--- config.mk ---
export PLATFORM = sky130hd
export DESIGN_NAME = pipe_stage_chain
export DESIGN_NICKNAME = d
export VERILOG_FILES = /design/src/rtl/pipe_stage_chain.sv
export SDC_FILE = /design/constraint.sdc
export NUM_CORES = 1
export LEC_CHECK = 0
export ABC_AREA = 1
export CAP_MARGIN = 5
export CORE_UTILIZATION = 45
export CTS_BUF_LIST = sky130_fd_sc_hd__clkbuf_16
export DETAILED_ROUTE_END_ITERATION = 7
export MAX_ROUTING_LAYER = met4
export PLACE_DENSITY_LB_ADDON = 0.05
export SYNTH_ARGS = -nofsm -noshare
export SYNTH_HDL_FRONTEND = slang
export SYNTH_SLANG_ARGS = --single-unit
export TNS_END_PERCENT = 100
--- constraint.sdc ---
create_clock -name clk_i -period 4.8 [get_ports clk_i]
set_input_delay 0.96 -clock clk_i [delete_from_list [all_inputs] [get_ports clk_i]]
set_output_delay 0.96 -clock clk_i [all_outputs]
set_load 0.05 [all_outputs]
--- src/rtl/pipe_stage_chain.sv ---
// -----------------------------------------------------------------------------
// pipe_stage_chain
//   A chain of DEPTH valid/payload register stages with per-stage ready/valid
//   flow control. Bubbles collapse, so a stage moves forward whenever the stage
//   after it is empty or moving in the same cycle. When the chain is unstalled,
//   an entry takes exactly DEPTH cycles to travel from the input to the output,
//   and one entry per cycle can pass through.
//
//   Optional feature (macro PIPE_STAGE_CHAIN_SKID_EN): a one-entry skid buffer
//   ahead of S0. It makes in_ready_o a pure register output and raises the
//   capacity to DEPTH+1.
//
// Parameters
//   WIDTH        payload bits per entry
//   DEPTH        number of register stages (1..8)
//
// Ports
//   clk_i        clock; all state updates on its rising edge
//   rst_i        synchronous active-high reset; clears valids and payloads
//   flush_i      invalidates every stage (and the skid entry) at the next edge
//   in_valid_i   upstream entry present
//   in_ready_o   chain accepts an entry this cycle
//   in_data_i    upstream payload
//   out_valid_o  last stage holds a valid entry
//   out_ready_i  downstream consumes the entry this cycle
//   out_data_o   payload of the last stage (driven directly by a register)
//   occupancy_o  registered count of valid entries, including the skid entry
// -----------------------------------------------------------------------------
module pipe_stage_chain #(
  parameter int WIDTH = 64,
  parameter int DEPTH = 3
) (
  input  logic                         clk_i,
  input  logic                         rst_i,
  input  logic                         flush_i,
  input  logic                         in_valid_i,
  output logic                         in_ready_o,
  input  logic [WIDTH-1:0]             in_data_i,
  output logic                         out_valid_o,
  input  logic                         out_ready_i,
  output logic [WIDTH-1:0]             out_data_o,
  output logic [$clog2(DEPTH+2)-1:0]   occupancy_o
);

  localparam int OccW = $clog2(DEPTH+2);

  logic [DEPTH-1:0] valid_q, valid_d;
  logic [DEPTH-1:0] adv;      // stage k hands its entry forward this edge
  logic [DEPTH-1:0] load;     // stage k captures a new entry this edge
  logic [WIDTH-1:0] data_q [DEPTH];
  logic [OccW-1:0]  occ_q, occ_d;

  logic             s0_space;  // S0 is empty or moving forward
  logic             s0_load;
  logic [WIDTH-1:0] s0_src;
  logic             in_fire;
  logic             out_fire;

  // Stall detection walks from the output back to S0. A stage is blocked only
  // if every stage downstream of it is valid and the output is not consumed.
  // NOTE: every signal written here gets a default first, so no path through
  // the block leaves a value unassigned and no latch is inferred.
  always_comb begin
    logic blocked;
    adv     = '0;
    blocked = !out_ready_i;
    for (int k = DEPTH-1; k >= 0; k--) begin
      adv[k]  = valid_q[k] && !blocked;
      blocked = valid_q[k] && blocked;
    end
  end

  assign s0_space    = !valid_q[0] || adv[0];
  assign out_fire    = valid_q[DEPTH-1] && out_ready_i;
  assign out_valid_o = valid_q[DEPTH-1];
  assign out_data_o  = data_q[DEPTH-1];
  assign occupancy_o = occ_q;

`ifdef PIPE_STAGE_CHAIN_SKID_EN
  logic             skid_valid_q, skid_valid_d;
  logic [WIDTH-1:0] skid_data_q;

  // The skid entry is older than anything on the input, so it has priority
  // into S0. in_ready_o is low whenever the skid buffer is occupied.
  assign in_ready_o = !skid_valid_q;
  assign in_fire    = in_valid_i && !skid_valid_q;
  assign s0_load    = (skid_valid_q || in_valid_i) && s0_space;
  assign s0_src     = skid_valid_q ? skid_data_q : in_data_i;

  always_comb begin
    skid_valid_d = skid_valid_q;
    if (skid_valid_q) skid_valid_d = !s0_space;
    else              skid_valid_d = in_fire && !s0_space;
  end

  always_ff @(posedge clk_i) begin
    if (rst_i) begin
      skid_valid_q <= 1'b0;
      skid_data_q  <= '0;
    end else begin
      skid_valid_q <= flush_i ? 1'b0 : skid_valid_d;
      if (!skid_valid_q && in_fire) skid_data_q <= in_data_i;
    end
  end
`else
  assign in_ready_o = s0_space;
  assign in_fire    = in_valid_i && s0_space;
  assign s0_load    = in_fire;
  assign s0_src     = in_data_i;
`endif

  always_comb begin
    load  = '0;
    load[0] = s0_load;
    for (int k = 1; k < DEPTH; k++) load[k] = adv[k-1];
    for (int k = 0; k < DEPTH; k++) valid_d[k] = load[k] || (valid_q[k] && !adv[k]);
    occ_d = occ_q + OccW'(in_fire) - OccW'(out_fire);
  end

  // Payload registers are cleared on reset so out_data_o reads 0 afterwards.
  // NOTE: the payload array is reset explicitly here (not left as a RAM) because
  // the reset value is visible at out_data_o.
  // NOTE: state uses non-blocking assignments so every stage samples the value
  // its neighbour held before this edge, which is what makes the shift work.
  always_ff @(posedge clk_i) begin
    if (rst_i) begin
      valid_q <= '0;
      occ_q   <= '0;
      for (int k = 0; k < DEPTH; k++) data_q[k] <= '0;
    end else begin
      valid_q <= flush_i ? '0 : valid_d;
      occ_q   <= flush_i ? '0 : occ_d;
      // Payloads keep moving under flush; they are unobservable once invalid.
      if (load[0]) data_q[0] <= s0_src;
      for (int k = 1; k < DEPTH; k++) begin
        if (load[k]) data_q[k] <= data_q[k-1];
      end
    end
  end

endmodule

==> flow_summary.toml, run 1 <==
# flow metrics
[detailed_routing]
drc = 0
totalWireLength_mm = 11.6
drtAntennaViolNets = 0
detail_route.first_pass.iterations = 4
num_vias = 4212
vias_per_inst = 4.17
post_drt_wl_per_cell_um = 11.5
dr.first_iter.drc_count = 236

[cts]
cts-hold-fix-buffers = 0
cts-htree-levels = 4
worst_setup_hold_path_clk_slew_ns = 0.07
cts_sinks = 198
postCtsSetupRepairBufs = 0
cts_resized = 0
clk_path_buf_depth = 2
tritoncts.num_buffers = 17
tritoncts_clock_tree = "built"

[global_routing]
number_of_global_route_vias_before_repair = 4010
grt.overflow.total = 0
grt_start_max_net_pins = 119
grt_usage = 0.138
grt_first_pass_wirelength_mm = 18.5
number_of_antenna_violations_at_the_first_check_in_global_routing = 0

[critical_path]
crit_path_kind = "in -> out"
worstPathRequired_ns = 3.84
rrSetupSlack_ns = 2.60
reg2reg_depth = 6
cp-start-kind = "primary input"

[finish]
area_share_clock_buf_inv = 0.0601
layout_top_cells_excl_fill_tap = "inv_1 (201), nor2_1 (194), edfxtp_1 (192)"
post_route_cells_drive_above_1_share = 0.0484
top_cell_excl_fill_tap = "inv_1"
clock_buffer_count = 17
sequential_fraction_of_total_cell_area = 0.600
share_of_the_final_layout_cell_area_in_multi_input_gates = 0.0922
layout-area-overhead-vs-synth_pct = 19.8
dominant-cell-class = "registers"
postLayoutCoreUtil = 0.559
antenna_cells_inserted = 0
non_clock_inverter_count = 199
numSequentialCells = 198
stdcell_area_sq_um = 9810
number_of_nets_at_the_end_of_the_flow = 844
finished_layout_cells = 1010

[floorplanning]
dieHeight_um = 137
tapCellCount = 225
core.rowCount = 48
fp.dieW_um = 137
floorplan.die_area_sq_um = 18700
core_area_sq_um = 17500

[logic_synthesis]
synthesis.instances = 700
ys.flop_type = "edfxtp_1"
synth.top_cell.area_share = 0.704
edf_count = 192
syn_nets = 772
cells_yosys = 700
netlist_top_cells_area = "edfxtp_1 (70%), inv_1 (9.1%), nor2_1 (8.9%), buf_4 (6.8%), dfxtp_1 (1.5%)"
average_footprint_of_a_synthesized_cell_sq_um = 11.7
yosys_warnings = 0
synth.cell_area_sq_um = 8180
postSynthRegisterBits = 198
synthDominantAreaCellType = "edfxtp_1"
synth_sequential_area_ratio = 0.719

[final_timing]
setup_repair_after_global_routing_missed_its_margin = "no"
whs_ns = 0.536
fmax_ghz = 0.296
total_count_of_hold_check_failures_in_the_final_report = 0
finalCritPeriodShare = 0.703
maxSlewViolCount = 0
worst_slew_pin_slew_ns = 0.874
setup-violations-final = 0
final_period_minus_worst_setup_slack_ns = 3.38
finalSetupTns_ns = 0

[power]
worst_supply_voltage_drop_on_vdd_mv = 0.249
clock_power_share = 0.367
power.total_w = 0.00384
cellPowerDensity_nw_per_um2 = 391
cellLeakagePower_nw = 4.15
p_sw_frac = 0.226
internal_power_w = 0.00297
power.switching_w = 0.000867
share_comb_of_total_power = 0.099

[placement]
number_of_cells_after_detailed_placement = 978
hpwl_mm = 7.11
gp_congestion = 0.716
dpl-instance-area_sq_um = 9220
port_buffers = 137

[run_status]
outcome = "completed"

[hold_path]
worst_hold_path_type = "reg -> reg"
worst_hold_path.num_cells = 2

[flow_run]
openroad.warnings = 28
drv.max_cap_violation_count = 0
[run 1: cell families (layout without fill, tap and decap cells)]
| family | count (synthesis) | after routing | synth area share |
|---|---|---|---|
| XOR/XNOR | 1 | 1 | 0.00107 |
| AND-OR/OR-AND | 4 | 4 | 0.00245 |
| AND/OR/NAND/NOR | 209 | 209 | 0.0978 |
| adder cells (fa/ha/maj) | 3 | 3 | 0.00550 |
| buffers and inverters | 285 | 370 | 0.174 |
| flip-flops | 198 | 198 | 0.719 |
[run 1: flip-flops by register name (all words and copies together) (netlist names)]
name         count
valid_q          3
occupancy_o      3
data_q         192
[run 1: final timing paths]
| path | end | start |
|---|---|---|
| setup / recovery | in_ready_o | out_ready_i |
| hold / removal | valid_q[0]$_SDFF_PP0_ | valid_q[0]$_SDFF_PP0_ |
| hold reg to reg | valid_q[0]$_SDFF_PP0_ | valid_q[0]$_SDFF_PP0_ |
| setup reg to reg | data_q[0][7]$_SDFFCE_PN0P_ | valid_q[2]$_SDFF_PP0_ |
[run 1: power by group through the flow]
stage	Sequential (W)	Combinational (W)	Clock, W
2_1_floorplan	0.00209	0.000290	0
3_3_place_gp	0.00209	0.000380	0
3_5_place_dp	0.00209	0.000385	0
4_1_cts	0.00205	0.000386	0.00144
5_1_grt	0.00206	0.000416	0.00150
6_report	0.00205	0.000380	0.00141
[run 1: critical path, cell delays in order]
cell and delay (ns):
clkdlybuf4s50_1 0.48, inv_1 0.08, nand4_2 0.09, clkdlybuf4s50_1 0.81
[run 1: metal layers]
layer	track usage	wire length, um
met5	-	0
met4	0.0690	281
met3	0.0307	417
met2	0.239	6150
met1	0.148	4780
**Run 1: logic cells by family**

The bar under the picture is 50 um long.
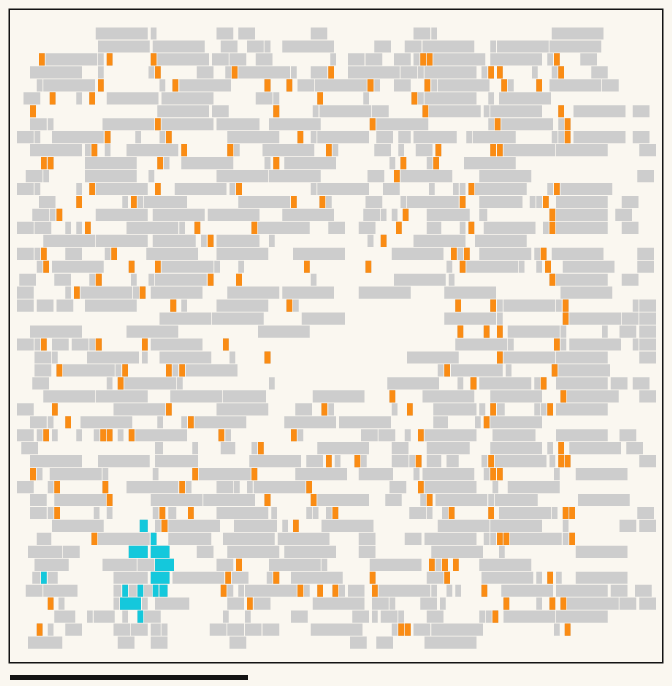
NOR gates: marked orange, cells 194, where all over the die. NAND gates: marked cyan, cells 13, where south-west.

**Run 1: local utilization**

The die is cut into 14 by 14 equal tiles; dark blue is low, red is high, 0 to 100% covered.
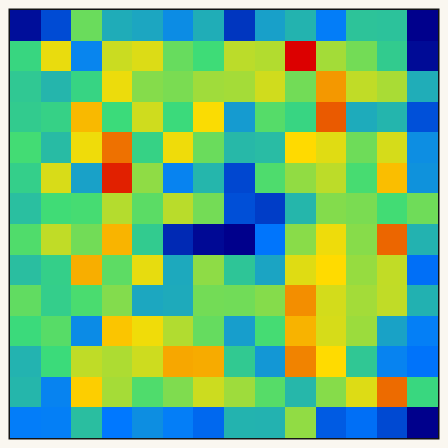
2.0% of the tiles are nearly empty. The mean over all tiles is 51%. The fullest tile reaches 100%. The emptiest ninth of the die: center. 11% of the tiles are over 75% full.

**Run 1: clock wires, drivers and flops**

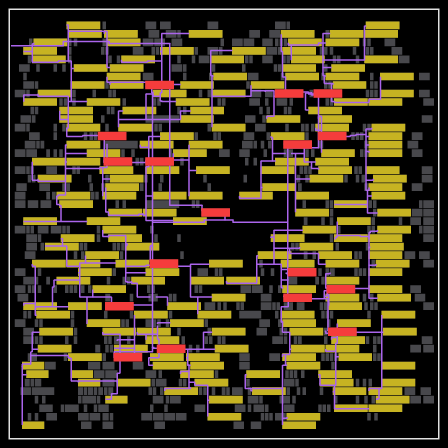
clock wires: marked purple, length 2070 um. cells driving clock nets: marked red, count 17. flip-flops: marked yellow, count 198.
There are 18 routed clock nets. Position of the flops: all over the die.

## Run 2: what changed since run 1
==> constraint.sdc (replaced) <==
create_clock -name clk_i -period 3.3 [get_ports clk_i]
set_input_delay 0.66 -clock clk_i [delete_from_list [all_inputs] [get_ports clk_i]]
set_output_delay 0.66 -clock clk_i [all_outputs]
set_load 0.05 [all_outputs]
==> run 2 against run 1 <==
Compared with the run above:
- worst setup slack got worse by 0.88 ns
- area after synthesis unchanged
- register-to-register slack got worse by 1.4 ns
- clock skew down 0.0028 ns
- largest power group unchanged
- die area stayed put
==> flow_summary.toml, run 2 <==
# flow metrics
[logic_synthesis]
yosys_warnings = 0
post_synthesis_chip_area_from_yosys_sq_um = 8180
synth_sequential_area_ratio = 0.719
top_cells_by_instance_count_after_synthesis = "inv_1 (199), nor2_1 (194), edfxtp_1 (192)"
synth.top_cell.area_share = 0.704
ys_async_sr_fraction = 0
edf_count = 192
cells_yosys = 700
yosys.cell_types.count = 16
synthDominantAreaCellType = "edfxtp_1"
ys.flop_type = "edfxtp_1"
synthesis.instances = 700
syn_nets = 772
netlist_top_cells_area = "edfxtp_1 (70%), inv_1 (9.1%), nor2_1 (8.9%), buf_4 (6.8%), dfxtp_1 (1.5%)"
synth.cell_area_sq_um = 8180
average_footprint_of_a_synthesized_cell_sq_um = 11.7
synth.most_common_cell = "inv_1"
postSynthRegisterBits = 198

[hold_path]
worst_hold_path_startpoint = "valid_q[0]$_SDFF_PP0_"
worst_hold_path.num_cells = 2
worst_hold_path.endpoint = "valid_q[0]$_SDFF_PP0_"
worst_hold_path_type = "reg -> reg"

[critical_path]
crit_path_kind = "in -> out"
worst_setup_path_startpoint = "out_ready_i"
worstPathRequired_ns = 2.64
endpoint = "in_ready_o"
timing.critical_path.to_type = "primary output"
cp-start-kind = "primary input"
worstReg2RegStart = "valid_q[2]$_SDFF_PP0_"
r2r-end = "occupancy_o[2]$_SDFF_PP0_"
reg2reg_depth = 9
timing.critical_path.fanout_max = 3
rrSetupSlack_ns = 1.25
cp_data_arrival_time_ns = 2.10

[final_timing]
final_period_minus_worst_setup_slack_ns = 2.76
total_count_of_hold_check_failures_in_the_final_report = 0
maxSlewViolCount = 0
worst_slew_pin_slew_ns = 0.547
relSlewSlack = 0.634
fmax_ghz = 0.363
setup_repair_after_global_routing_missed_its_margin = "no"
final_clock_skew_ns = 0.00557
finalSetupTns_ns = 0
finalCritPeriodShare = 0.836
final_critical_path_setup_slack_ns = 0.543
setup-violations-final = 0

[finish]
max_flop_register = "data_q"
fillCellCount = 1505
layout-area-overhead-vs-synth_pct = 20.4
layout_top_cells_excl_fill_tap = "inv_1 (200), nor2_1 (194), edfxtp_1 (192)"
number_of_nets_at_the_end_of_the_flow = 848
top_cell_excl_fill_tap = "inv_1"
post_route_cells_drive_above_1_share = 0.0483
postLayoutCoreUtil = 0.562
antenna_cells_inserted = 0
largest_reg_flops = 192

[cts]
cts_resized = 0
tritoncts.num_buffers = 17
cts.root.buffer_cell = "clkbuf_16"
cts-hold-fix-buffers = 0
tritoncts_clock_tree = "built"
postCtsSetupRepairBufs = 0
cts-htree-levels = 4
worst_setup_hold_path_clk_slew_ns = 0.06
clk_path_buf_depth = 2
cts_sinks = 198
clkLatencyLatePin_ns = 0.42

[global_routing]
number_of_antenna_violations_at_the_first_check_in_global_routing = 0
grt_first_pass_wirelength_mm = 18.8
number_of_global_route_vias_before_repair = 4053
grt.overflow.total = 0
grt_start_max_net_pins = 61

[placement]
port_buffers = 137
gp_congestion = 0.731
pre_cts_slack_ns = 0.494
hpwl_mm = 7.64

[power]
worst_supply_voltage_drop_on_vdd_mv = 0.370
cellLeakagePower_nw = 4.15
cellPowerDensity_nw_per_um2 = 556

[floorplanning]
dieHeight_um = 137
fp.dieW_um = 137
floorplan.io_pins = 138
floorplan.die_area_sq_um = 18700
core_area_sq_um = 17500
core.rowCount = 48
initial_core_util = 0.467

[detailed_routing]
dr.first_iter.drc_count = 227
drtAntennaViolNets = 0
totalWireLength_mm = 11.7
drc = 0
vias_per_inst = 4.13
detail_route.first_pass.iterations = 4
num_vias = 4174

[run_status]
outcome = "completed"

[flow_run]
drv.max_cap_violation_count = 0
openroad.warnings = 26
## run 2: cell type report
cell class / count / area [sq um] / area share
flip-flops and latches: 198 / 5890 / 0.597
clock buffers: 17 / 425 / 0.0432
multi-input cells: 217 / 905 / 0.0918
repair buffers: 143 / 1490 / 0.151
inverters: 199 / 747 / 0.0758
clock inverters: 12 / 116 / 0.0118
well taps: 225 / 282 / 0.0286
## run 2: cell families (layout without fill, tap and decap cells)
family | after synthesis | count (layout) | share of synthesized area
flip-flops | 198 | 198 | 0.719
buffers and inverters | 285 | 371 | 0.174
AND/OR/NAND/NOR | 209 | 209 | 0.0978
adder cells (fa/ha/maj) | 3 | 3 | 0.00550
XOR/XNOR | 1 | 1 | 0.00107
AND-OR/OR-AND | 4 | 4 | 0.00245
## run 2: per-layer routing
metal | vias up | GRT usage | wire [um]
li1 | 2188 | - | -
met1 | 1883 | 0.152 | 4630
met2 | 92 | 0.248 | 6460
met3 | 11 | 0.0378 | 477
met4 | 0 | 0.0495 | 145
met5 | - | - | 0
## run 2: worst max-delay path: stages
cell	delay, ns
clkdlybuf4s50_1	0.48
inv_1	0.07
nand4_2	0.08
clkdlybuf4s50_1	0.81
## run 2: stage by stage
stage                     hold WS (ns)  total power (W)  area (sq um)  std cells
final                            0.538          0.00547          9850       1011
after global routing             0.560          0.00569          9850       1011
after CTS                        0.546          0.00553          9850       1011
after detailed placement         0.529          0.00361          9310        982
after global placement           0.512          0.00360          9310        982
after floorplan                  0.495          0.00345          8180        700
## run 2: power by group
| group | internal (W) | leakage [nW] | switching (W) |
|---|---|---|---|
| Sequential | 0.00294 | 2.09 | 0.0000430 |
| Combinational | 0.000209 | 1.81 | 0.000359 |
| Clock | 0.00109 | 0.260 | 0.000835 |
**Run 2: congestion heat map**

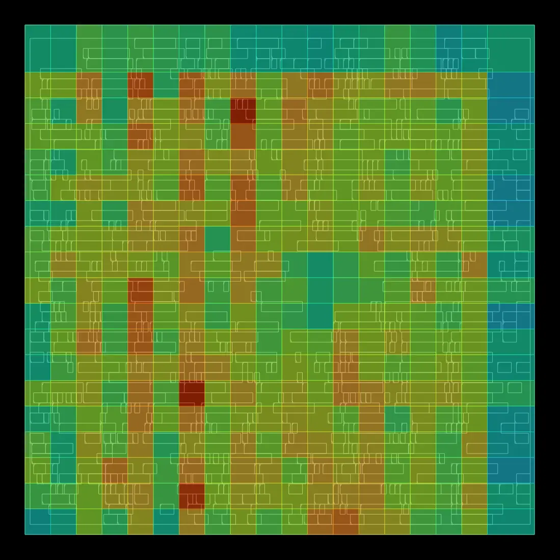
met1 capacity usage during global routing: 0.152
routed length per instance: 11.6 um
met3 Usage GRT: 0.0378
Most Used Layer, Global Route: met2
global router's overall resource usage: 0.140

Power is estimated from default activity; no workload was simulated.
